### src/rtl/parking_gate_controller_pkg.sv
`default_nettype none
// ============================================================================
// Module      : parking_gate_controller_pkg
// Description : Gate state encoding and default sizing shared by the gate
//               controller and its per-gate FSM.
// Revision    : 1.0 - initial release
// ============================================================================
package parking_gate_controller_pkg;

    typedef enum logic [1:0] {
        IDLE   = 2'd0,
        OPEN   = 2'd1,
        CLOSED = 2'd2
    } gate_state_t;

    localparam int c_capacity_default    = 15;
    localparam int c_open_cycles_default = 8;

endpackage : parking_gate_controller_pkg
`default_nettype wire

### src/rtl/parking_gate_controller_gate_fsm.sv
`default_nettype none
// ============================================================================
// Module      : gate_fsm
// Description : One barrier: IDLE/OPEN/CLOSED sequencing, open timeout and
//               pass edge detection; emits commit and alarm pulses.
// Revision    : 1.0 - initial release
// ============================================================================
module gate_fsm
    import parking_gate_controller_pkg::*;
#(
    parameter int OPEN_CYCLES = c_open_cycles_default
) (
    input  logic clk,
    input  logic rst,
    input  logic i_req,
    input  logic i_allow,
    input  logic i_pass,
    output logic o_open,
    output logic o_commit,
    output logic o_alarm
);

    localparam logic [7:0] c_last_tick = 8'(OPEN_CYCLES - 1);

    gate_state_t r_state;
    logic        r_open;
    logic [7:0]  r_timer;
    logic        r_pass_d;

    always_ff @(posedge clk) begin
        if (rst) begin
            r_state  <= IDLE;
            r_open   <= 1'b0;
            r_timer  <= 8'd0;
            r_pass_d <= 1'b0;
        end else begin
            r_pass_d <= i_pass;
            case (r_state)
                IDLE: begin
                    if (i_req && i_allow) begin
                        r_state <= OPEN;
                        r_open  <= 1'b1;
                        r_timer <= 8'd0;
                    end
                end
                OPEN: begin
                    if (i_pass || (r_timer == c_last_tick)) begin
                        r_state <= CLOSED;
                        r_open  <= 1'b0;
                    end else begin
                        r_timer <= r_timer + 8'd1;
                    end
                end
                CLOSED: begin
                    // Stay shut until the requester leaves the loop.
                    if (!i_req) begin
                        r_state <= IDLE;
                    end
                end
                default: begin
                    r_state <= IDLE;
                    r_open  <= 1'b0;
                end
            endcase
        end
    end

    assign o_open   = r_open;
    assign o_commit = (r_state == OPEN) && i_pass;
    assign o_alarm  = i_pass && !r_pass_d && (r_state != OPEN);

endmodule : gate_fsm
`default_nettype wire

### src/rtl/parking_gate_controller.sv
`default_nettype none
// ============================================================================
// Module      : parking_gate_controller
// Description : Entry/exit barrier pair sharing one occupied-slot counter.
// Revision    : 1.0 - initial release
// ============================================================================
module parking_gate_controller
    import parking_gate_controller_pkg::*;
#(
    parameter int CAPACITY    = c_capacity_default,
    parameter int OPEN_CYCLES = c_open_cycles_default
) (
    input  logic       clk,
    input  logic       rst,
    input  logic       entry_req,
    input  logic       exit_req,
    input  logic       entry_pass,
    input  logic       exit_pass,
    output logic       entry_open,
    output logic       exit_open,
    output logic [3:0] count,
    output logic       full,
    output logic       alarm
);

    localparam logic [3:0] c_capacity = 4'(CAPACITY);

    logic [3:0] r_count;
    logic       r_alarm;
    logic       w_entry_commit, w_exit_commit;
    logic       w_entry_alarm, w_exit_alarm;
    logic       w_inc, w_dec, w_bound_err;

    gate_fsm #(.OPEN_CYCLES(OPEN_CYCLES)) u_entry (
        .clk      (clk),
        .rst      (rst),
        .i_req    (entry_req),
        .i_allow  (r_count < c_capacity),
        .i_pass   (entry_pass),
        .o_open   (entry_open),
        .o_commit (w_entry_commit),
        .o_alarm  (w_entry_alarm)
    );

    gate_fsm #(.OPEN_CYCLES(OPEN_CYCLES)) u_exit (
        .clk      (clk),
        .rst      (rst),
        .i_req    (exit_req),
        .i_allow  (r_count != 4'd0),
        .i_pass   (exit_pass),
        .o_open   (exit_open),
        .o_commit (w_exit_commit),
        .o_alarm  (w_exit_alarm)
    );

    // Simultaneous commits cancel, so only a lone commit can hit a bound.
    assign w_inc       = w_entry_commit && !w_exit_commit;
    assign w_dec       = w_exit_commit && !w_entry_commit;
    assign w_bound_err = (w_inc && (r_count >= c_capacity)) ||
                         (w_dec && (r_count == 4'd0));

    always_ff @(posedge clk) begin
        if (rst) begin
            r_count <= 4'd0;
            r_alarm <= 1'b0;
        end else begin
            r_alarm <= w_entry_alarm || w_exit_alarm || w_bound_err;
            if (!w_bound_err) begin
                if (w_inc) begin
                    r_count <= r_count + 4'd1;
                end else if (w_dec) begin
                    r_count <= r_count - 4'd1;
                end
            end
        end
    end

    assign count = r_count;
    assign full  = (r_count == c_capacity);
    assign alarm = r_alarm;

endmodule : parking_gate_controller
`default_nettype wire

### config.mk
export PLATFORM = sky130hd
export DESIGN_NAME = parking_gate_controller
export DESIGN_NICKNAME = d
export VERILOG_FILES = /design/src/rtl/parking_gate_controller_pkg.sv /design/src/rtl/parking_gate_controller_gate_fsm.sv /design/src/rtl/parking_gate_controller.sv
export SDC_FILE = /design/constraint.sdc
export NUM_CORES = 1
export LEC_CHECK = 0
export ABC_CLOCK_PERIOD_IN_PS = 2700
export CAP_MARGIN = 25
export CELL_PAD_IN_SITES_DETAIL_PLACEMENT = 1
export CELL_PAD_IN_SITES_GLOBAL_PLACEMENT = 1
export CORE_UTILIZATION = 25
export DETAILED_ROUTE_END_ITERATION = 6
export PLACE_DENSITY_LB_ADDON = 0.1
export SLEW_MARGIN = 20
export SYNTH_ARGS = -nofsm -noshare
export SYNTH_HDL_FRONTEND = slang
export SYNTH_HIERARCHICAL = 1
export SYNTH_SLANG_ARGS = --single-unit
### constraint.sdc
create_clock -name clk -period 2.7 [get_ports clk]
set_input_delay 0.54 -clock clk [delete_from_list [all_inputs] [get_ports clk]]
set_output_delay 0.54 -clock clk [all_outputs]
set_load 0.03 [all_outputs]
**Run 1: the metal 3 layer**

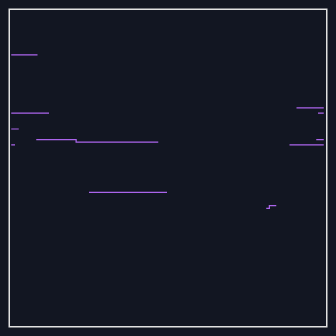
The longest straight run is 20.9 µm. The layer carries 90.6 µm of wire. 10 nets have wire on it.

**Run 1: placement view**

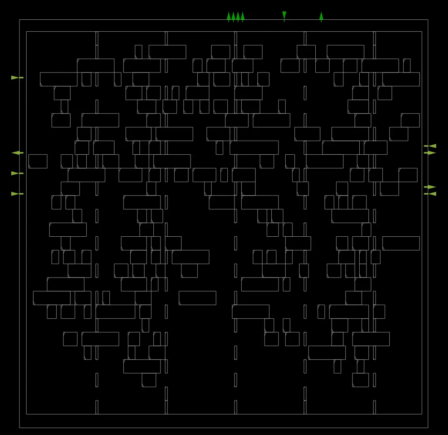
non-filler instance count after layout: 262
core area: 0.00599 mm²
flop share of the area: 31.0%

==> reports/qor.csv, run 1 <==
metric,value,unit
Power Density,598,mW/mm²
H-tree depth,2,
fp util,26.2,%
Post-synth EDFFs,0,
GRT overflow,0,
clock power share,32.2,%
kind of critical path,input port to flip-flop,
clk ins delay skew pair,280,ps
combinational family with the most area after synthesis,simple AND/OR/NAND/NOR gates,
reg2reg start,u_exit/r_state[1],
Critical Path Sink Type,flip-flop,
met3 usage,4.83,%
CP max FO,3,
routability cong.,0.736,
Place WS,21.8,ps
yosys adder share,6.06,%
DR iter-0 viols,18,
Comb area share,47.8,%
die span in x,81.3,µm
Synth top area share,37.0,%
Synth mux share,1.59,%
Total Routing Usage GR,12.9,%
Area growth syn-to-layout,19.3,%
sum of negative setup slack,0,ps
crit start category,input port,
met2 WL,1900,µm
Psw,339,µW
Avg Vias per Cell,4.86,
Top cells by area,"dfxtp_1, a21oi_1, ha_1, nand3_1, o31ai_4",
met2 Usage GRT,21.6,%
Syn Inst Count,166,
chip area,0.00660,mm²
chip height,81.3,µm
ao+oa area frac,17.1,%
tap cells,75,
design area,0.00187,mm²
status,completed,
footprint of the multi-input gates,896,µm²
yosys cell count,166,
routed wl met3,90,µm
ANT cells,0,
clk tree area frac,4.61,%
**Run 1: nets reached from selected ports**

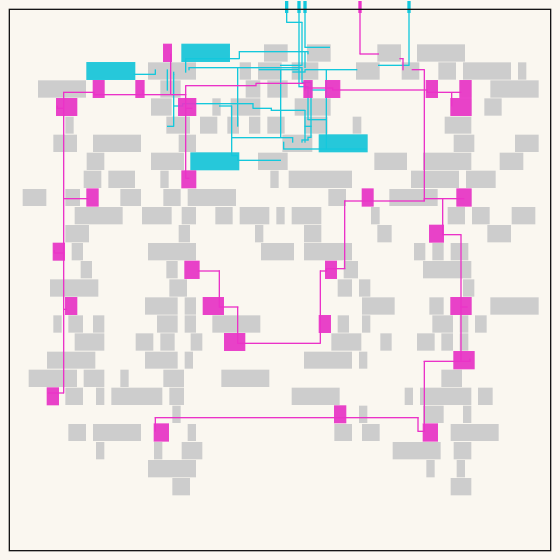
count: shown in cyan, bits 4, direction output, edge top, end cells 4, buffers 4, wire 244 µm. rst: shown in magenta, bits 1, direction input, edge top, end cells 28, buffers 2, wire 338 µm.
I/O Buffers: 13
I/O pin cnt: 14

## Run 2: what changed since run 1
Settings changed: GPL_ROUTABILITY_DRIVEN from default to 0, SETUP_SLACK_MARGIN from default to 0.5.
**Run 2: nets reached from selected ports**

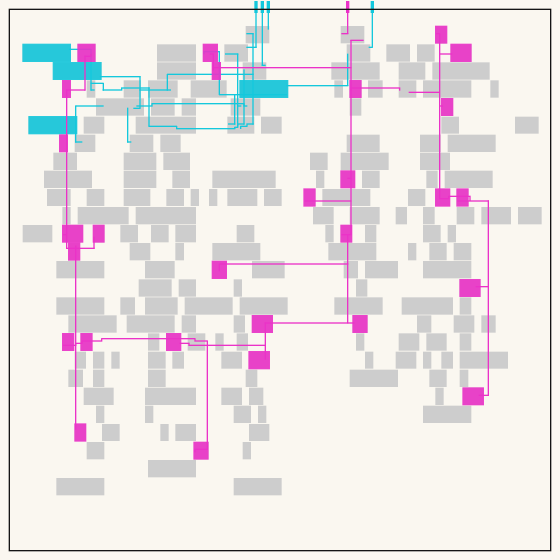
rst: shown in magenta, bits 1, direction input, edge top, end cells 28, buffers 3, wire 325 µm. count: shown in cyan, bits 4, direction output, edge top, end cells 4, buffers 4, wire 206 µm.

==> run 2 against run 1 <==
  * Die size stayed put
  * Global-route usage decreased by 0.67 points
  * First-iteration DRC count up 17%
  * Maximum frequency rose by 11%
  * Largest cell class unchanged
  * Setup slack better by 230 ps
  * Synthesized cell count unchanged
  * Power rose by 6.7%
  * Critical path type is now flip-flop to flip-flop
  * Worst hold slack better by 4.2 ps
==> reports/qor.csv, run 2 <==
metric,value,unit,change
Post-synth EDFFs,0,,unchanged
Comb area share,48.5,%,+0.65 points
footprint of the multi-input gates,958,µm²,+7.0%
clock power share,33.1,%,+0.9 points
chip height,81.3,µm,unchanged
met3 usage,3.82,%,-1.0 points
ao+oa area frac,17.1,%,unchanged
non-filler instance count after layout,265,,+1.1%
yosys cell count,166,,unchanged
crit start category,flip-flop,,
Gate power share,25.9,%,
design area,0.00198,mm²,+5.5%
chip area,0.00660,mm²,unchanged
reg2reg start,u_exit/r_state[1],,
Avg Vias per Cell,4.84,,-0.43%
clk tree area frac,5.13,%,+0.52 points
routed wl met3,111,µm,+23%
Total Routing Usage GR,12.2,%,-0.67 points
status,completed,,
Critical Path Sink Type,flip-flop,,
Psw,365,µW,+7.7%
fmax,0.466,GHz,
H-tree depth,2,,unchanged
Area growth syn-to-layout,25.9,%,
GRT overflow,0,,unchanged
yosys adder share,6.06,%,unchanged
tap cells,75,,unchanged
Synth mux share,1.59,%,unchanged
final hold viol count,0,,
kind of critical path,flip-flop to flip-flop,,
met2 WL,1780,µm,-6.3%
ANT cells,0,,unchanged
clk ins delay skew pair,280,ps,about the same
I/O pin cnt,14,,unchanged
combinational family with the most area after synthesis,simple AND/OR/NAND/NOR gates,,
CP max FO,5,,+2
DR iter-0 viols,21,,+3
I/O Buffers,13,,unchanged
met2 Usage GRT,19.7,%,-1.9 points
**Run 2: sequential cells grouped by signal name**

Other sequential cells in the stronger gray, the rest of the logic in the fainter gray.
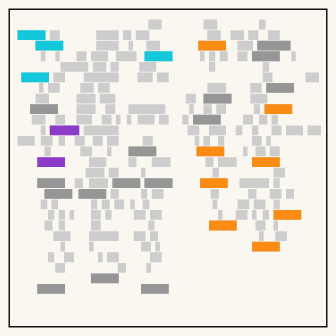
u_exit/r_timer: shown in orange, flops 8. count: shown in cyan, flops 4, where top left. u_entry/r_state: shown in purple, flops 2.
Another 15 sequential cells are not colored.

## Run 3: what changed since run 2
Settings changed: ABC_CLOCK_PERIOD_IN_PS 2700 to 2250.
Clock period 2.7 ns to 2.25 ns, I/O delays scaled along.
**Run 3: sequential cells grouped by signal name**

Other sequential cells in the stronger gray, the rest of the logic in the fainter gray.
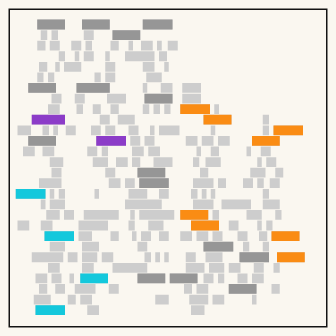
power of the sequential group: 587 µW
Reg area: 601 µm²
Layout Utilization: 36.5%
flop share of the area: 27.4%

==> run 3 against run 2 <==
  * Setup slack lost 280 ps
  * Utilization grew 3.5 points
  * Final area grew 11%
  * Die size is the same
  * First-iteration DRC count grew 19%
  * Cell count grew 7.5%
  * Sequential share of layout area shrank 2.2 points
  * Critical path type unchanged
  * Flip-flop count is the same
  * Clock power grew 25%
  * Via count grew 6.7%
  * Largest cell class unchanged
  * Power grew 26%
  * Routed wire length grew 8.5%
==> reports/qor.csv, run 3 <==
metric,value,unit,change
status,completed,,
# placed instances,264,,
Max-slew headroom,71.5,%,
Hold WC Path Type,flip-flop to flip-flop,,
post-synthesis xor/xnor area fraction,3.35,%,
Psw,471,µW,+29%
combinational family with the most area after synthesis,simple AND/OR/NAND/NOR gates,,
CP max FO,3,,-2
cell mode on critical path,ha_4,,
met3 usage,3.71,%,-0.11 points
Post-synth EDFFs,0,,unchanged
GRT Max-Usage Layer,met2,,
most frequent cells after synthesis,"dfxtp_1, a21oi_1, nand3_1, nor2_1, inv_1",,
H-tree depth,2,,unchanged
crit start category,flip-flop,,
non-filler instance count after layout,285,,+7.5%
ANT cells,0,,unchanged
hold path startpoint,u_exit/o_open,,
fmax,0.505,GHz,+8.5%
Sequential Power Share,38.8,%,
Synth Area in Simple Gates,29.0,%,
chip area,0.00660,mm²,unchanged
clk ins delay skew pair,280,ps,about the same
design area,0.00219,mm²,+11%
Comb area share,46.1,%,-2.4 points
footprint of the multi-input gates,0.00101,mm²,+5.2%
Total Routing Usage GR,13.5,%,+1.3 points
Critical Path Sink Type,flip-flop,,
floorplan net count,179,,
Top cells by area,"dfxtp_1, a21oi_1, ha_1, nand3_1, o31ai_4",,
yosys adder share,6.06,%,unchanged
GRT overflow,0,,unchanged
ao+oa area frac,17.1,%,unchanged
Gate power share,28.5,%,+2.6 points
final hold viol count,0,,unchanged
Avg Vias per Cell,4.80,,-0.78%
vias in the first global route,1431,,
Fillers,664,,
Area growth syn-to-layout,39.4,%,
"Distinct cells, synth",44,,
Synth mux share,1.59,%,unchanged
Switching Fraction,31.1,%,
I/O pin cnt,14,,unchanged
yosys cell count,166,,unchanged
Synth top cell by count,dfxtp_1,,
clock root buffer,clkbuf_8,,
met2 Usage GRT,22.7,%,+3.0 points
reg2reg start,u_exit/r_state[1],,
met2 WL,2000,µm,+12%
clock power share,32.7,%,-0.4 points
Worst EP required,2430,ps,
RSZ-0062 raised after global routing,true,,
tap cells,75,,unchanged
clock sinks,29,,
I/O Buffers,13,,unchanged
routed wl met3,120,µm,+8.1%
DR iter-0 viols,25,,+19%
clk tree area frac,4.63,%,-0.50 points
WHS Path Cells,2,,
kind of critical path,flip-flop to flip-flop,,
chip height,81.3,µm,unchanged
Pwr Total,1510,µW,
die span in x,81.3,µm,
**Run 3: hierarchy map**

Scale bar: 20 µm. Other cells in gray.
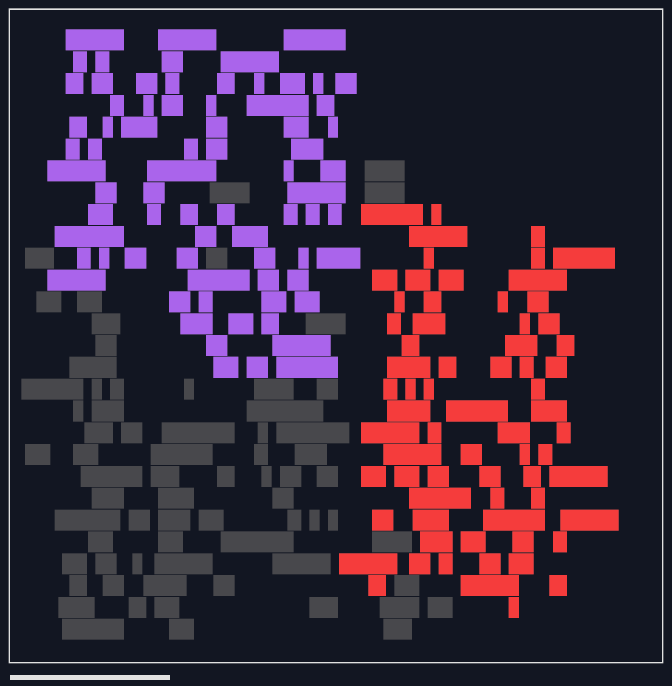
u_entry: shown in purple, cells 73. u_exit: shown in red, cells 68.
Another 69 cells are not colored.

No activity file was given, so power comes from the tool's default toggle rates.
